**src/rtl/tick_bcd_timer.sv**
```systemverilog
// rtl/tick_bcd_timer.sv - programmable BCD countdown timer driven by a prescaler tick enable
// Counts down once per tick_en while running; one-cycle done pulse on expiry.
module tick_bcd_timer #(
  parameter int NDIGITS     = 4,
  parameter bit AUTO_RELOAD = 1'b0
) (
  input  logic                 mclk,
  input  logic                 reset,
  input  logic                 tick_en,
  input  logic                 load,
  input  logic [4*NDIGITS-1:0] preset,
  input  logic                 start,
  input  logic                 stop,
  output logic [4*NDIGITS-1:0] digits,
  output logic                 running,
  output logic                 zero,
  output logic                 done
);

  localparam int W = 4 * NDIGITS;

  typedef enum logic [1:0] {
    S_IDLE  = 2'd0,
    S_RUN   = 2'd1,
    S_PAUSE = 2'd2,
    S_DONE  = 2'd3
  } state_t;

  state_t         r_state;
  logic [W-1:0]   r_count;
  logic [W-1:0]   r_preset;
  logic           r_running;
  logic           r_done;

  logic [W-1:0]   w_dec;
  logic [W-1:0]   w_clamped;
  logic           w_last;
  logic           w_borrow;

  // Ripple-borrow BCD decrement; only used when count is nonzero.
  always_comb begin
    w_dec    = r_count;
    w_borrow = 1'b1;
    for (int i = 0; i < NDIGITS; i++) begin
      if (w_borrow) begin
        if (r_count[4*i +: 4] == 4'd0) begin
          w_dec[4*i +: 4] = 4'd9;
        end else begin
          w_dec[4*i +: 4] = r_count[4*i +: 4] - 4'd1;
          w_borrow        = 1'b0;
        end
      end
    end
  end

  always_comb begin
    w_clamped = preset;
    for (int i = 0; i < NDIGITS; i++) begin
      if (preset[4*i +: 4] > 4'd9) w_clamped[4*i +: 4] = 4'd9;
    end
  end

  assign w_last = (r_count == W'(1));

  always_ff @(posedge mclk) begin
    if (reset) begin
      r_state   <= S_IDLE;
      r_count   <= '0;
      r_preset  <= '0;
      r_running <= 1'b0;
      r_done    <= 1'b0;
    end else begin
      r_done <= 1'b0;
      if (load) begin
        r_count   <= w_clamped;
        r_preset  <= w_clamped;
        r_state   <= S_IDLE;
        r_running <= 1'b0;
      end else begin
        case (r_state)
          S_IDLE: begin
            if (!stop && start && r_count != '0) begin
              r_state   <= S_RUN;
              r_running <= 1'b1;
            end
          end
          S_RUN: begin
            if (stop) begin
              r_state   <= S_PAUSE;
              r_running <= 1'b0;
            end else if (tick_en && r_count != '0) begin
              if (w_last) begin
                r_done <= 1'b1;
                if (AUTO_RELOAD && r_preset != '0) begin
                  r_count <= r_preset;
                end else begin
                  r_count   <= '0;
                  r_state   <= S_DONE;
                  r_running <= 1'b0;
                end
              end else begin
                r_count <= w_dec;
              end
            end
          end
          S_PAUSE: begin
            if (start && !stop) begin
              r_state   <= S_RUN;
              r_running <= 1'b1;
            end
          end
          default: begin
            r_state   <= S_DONE;
            r_running <= 1'b0;
          end
        endcase
      end
    end
  end

  assign digits  = r_count;
  assign running = r_running;
  assign zero    = (r_count == '0);
  assign done    = r_done;

endmodule

```
**config.mk**
```make
export PLATFORM = sky130hd
export DESIGN_NAME = tick_bcd_timer
export DESIGN_NICKNAME = d
export VERILOG_FILES = /design/src/rtl/tick_bcd_timer.sv
export SDC_FILE = /design/constraint.sdc
export NUM_CORES = 1
export LEC_CHECK = 0
export ABC_CLOCK_PERIOD_IN_PS = 2800
export CAP_MARGIN = 20
export CORE_ASPECT_RATIO = 0.7
export CORE_MARGIN = 4
export CORE_UTILIZATION = 25
export CTS_CLUSTER_SIZE = 8
export DETAILED_ROUTE_END_ITERATION = 8
export HOLD_SLACK_MARGIN = 0.1
export PLACE_DENSITY = 0.43
export SYNTH_ARGS = -nofsm -noshare
export SYNTH_HDL_FRONTEND = slang
export SYNTH_SLANG_ARGS = --single-unit
```
**constraint.sdc**
```tcl
create_clock -name mclk -period 2.8 [get_ports mclk]
set_input_delay 0.84 -clock mclk [delete_from_list [all_inputs] [get_ports mclk]]
set_output_delay 0.84 -clock mclk [all_outputs]
set_load 0.02 [all_outputs]
```
==> out/results.ini <==
[die]
placementRows=23
taps=75
floorplan.die.width_um=101
die-area_mm2=0.00732
design.core.area_mm2=0.00576
ioPinCount=41
die.size.y_um=72.8

[sta]
fin_tns_setup_ns=0
finalCriticalPeriod_ns=2.66
unrepaired_setup_endpoints_after_global_routing=no
finalHoldViolations=0
final_critical_path_setup_slack_ns=0.137
finalMaxSlewViolations=0
setup_violations=0
slew_limit_headroom_pct=52.8
fin_worst_hold_slack_ns=0.510
min_period_over_period_pct=95.1
fin_skew_ns=0.00554

[global_route]
global_route.overflow_total=0
grt_antenna_before_repair=0
global_route_wire_length_before_repair_mm=7.89
first_global_vias=1580
grt_util_met1_pct=19.1
pin_count_of_the_biggest_net_entering_global_routing=17
gr-max-usage-layer=met2

[synthesis]
top_cell=dfxtp_1
post_synth_main_area_contributors=dfxtp_1, ha_1, a21oi_1, a311oi_1, inv_1
top_area_share_pct=26.7
yosysTopAreaCell=dfxtp_1
synth.top_cells.by_count=dfxtp_1, inv_1, a21oi_1, nor2_1
syn-mean-instance-area_um2=8.72
postSynth.topFlopCell=dfxtp_1
edf_count=0
netlist-cell-type-count=50
post_synth_xor_area_fraction_pct=1.75
syn-instance-count=172
yosys-dominant-comb-family=AND-OR/OR-AND gates
post_synth_and_or_nand_nor_area_fraction_pct=23.4
ys.warnings.count=0
synth-async-reset-ratio_pct=0
yosys-stat-cells=172
synthAdderAreaFrac_pct=6.67
mappedNetlistArea_mm2=0.00150

[critical_path]
r2r_end=digits[13]
crit_path_top_delay_cell=or3b_1
cp-end-kind=output pin
critical_path_class=register to output pin
critical_path.n_buffers_inverters=2
timing.critical_path.arrival_ns=1.82
critPathMaxFanout=2
setup.worst_path.start=digits[4]
slowest_delay_ns=0.43
worstPathCellList=inv_1, ha_1, or3b_1, nor4_4, buf_2
rr_startpoint=digits[4]
regToRegSetupSlack_ns=0.34
timing.critical_path.max_delay_family=simple AND/OR/NAND/NOR gates
crit_path_end=zero
timing.critical_path.depth=5
required_ns=1.96

[placement]
placedInstanceArea_mm2=0.00223
dp_slack_ns=-0.0980
finalWeightedCongestion=0.861
port_buffers=40
dpl.cell_count=318

[drt]
route.met2.wl_mm=2.07
detailedRoute.firstPassIterationCount=4
drt.antenna.violating_nets=0
detail_route.iter0.violations=89
route.detailed.drc=0
wl_per_cell_um=14.8
drt-vias-per-instance=5.00
routed-via-count=1611
drt-total-wl_mm=4.77
wl_met1_mm=2.42
highest-signal-layer=met4
route.met3.wl_um=256

[layout]
n_multi_input_combinational_cell=130
layout.cell_area.non_filler_mm2=0.00228
layout.cells.most_common=clkdlybuf4s50_1
clock_tree_area_fraction_pct=2.41
largest_register_ff_count=16
layout.cells.most_common_list=clkdlybuf4s50_1, buf_4, dfxtp_1
num-nonclk-inverters=16
layout.filler_cells=590
multi_input_comb_area_mm2=0.00100
layoutNonFillerInstCount=322
area_delta_synth_final_pct=52.3
n_clock_buffer=4
bufAreaShareNonClock_pct=29.5
flops=20
top_area_cell_class=combinational gates
seq_area_share_pct=17.5
diodes=0
finalNetCount=278
final.signal_buffer_count=77

[flow_run]
maxCapViolations=0
log.warning_count=30

[power]
power_clock_uw=233
design_power_total_mw=1.05
vdd.ir_drop.worst_v=0.000209
power.share.combinational_pct=47.2
p_seq_uw=320
largestPowerGroup=combinational logic
comb_power_uw=494
p_clk_share_pct=22.2
power_density_mw_per_mm2=458
net-switching-power_uw=372
power.sequential.fraction_pct=30.6
swShare_pct=35.6

[min_path]
terminating_pin_of_the_worst_hold_path=running
type_of_the_worst_min_delay_path=register to register
hold-path-cell-count=1
timing.hold.worst.start=running

[clock_network]
clock_path_buffers=2
cts_htree_levels=1
number_of_clock_buffers_inserted_by_tritoncts=3
clk_transition_reported_paths_ns=0.09
tritoncts=built
worst_skew_pair.late_latency_ns=0.26
cts-hold-fix-buffers=0
clock-root-buffer=clkbuf_8
cts_setup_buffers=0

[run_status]
result_of_the_run=finished clean

==> images/congestion.png <==
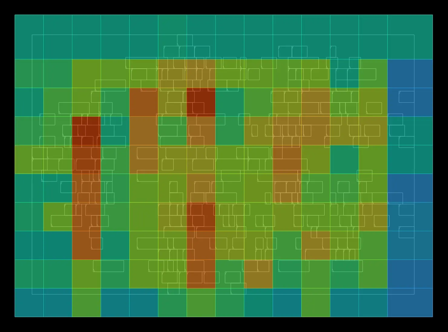
overall routing resource usage: 13.6%
Final Core Density: 39.7%
fraction of met3 tracks used by global routing: 3.44%

==> images/wires.png <==
Bar = 20 um.
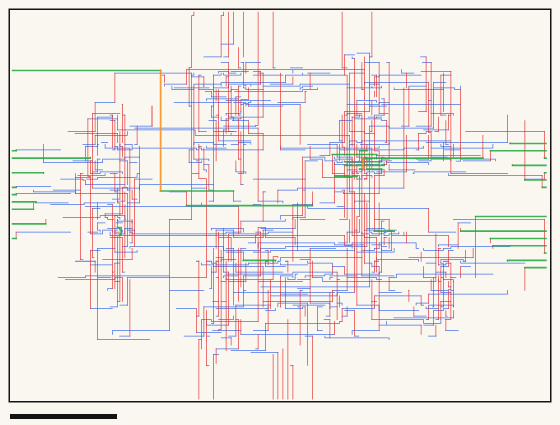
blue -> metal 1  # wire length 2420 um
orange -> metal 4  # wire length 24.5 um
green -> metal 3  # wire length 257 um
red -> metal 2  # wire length 2070 um

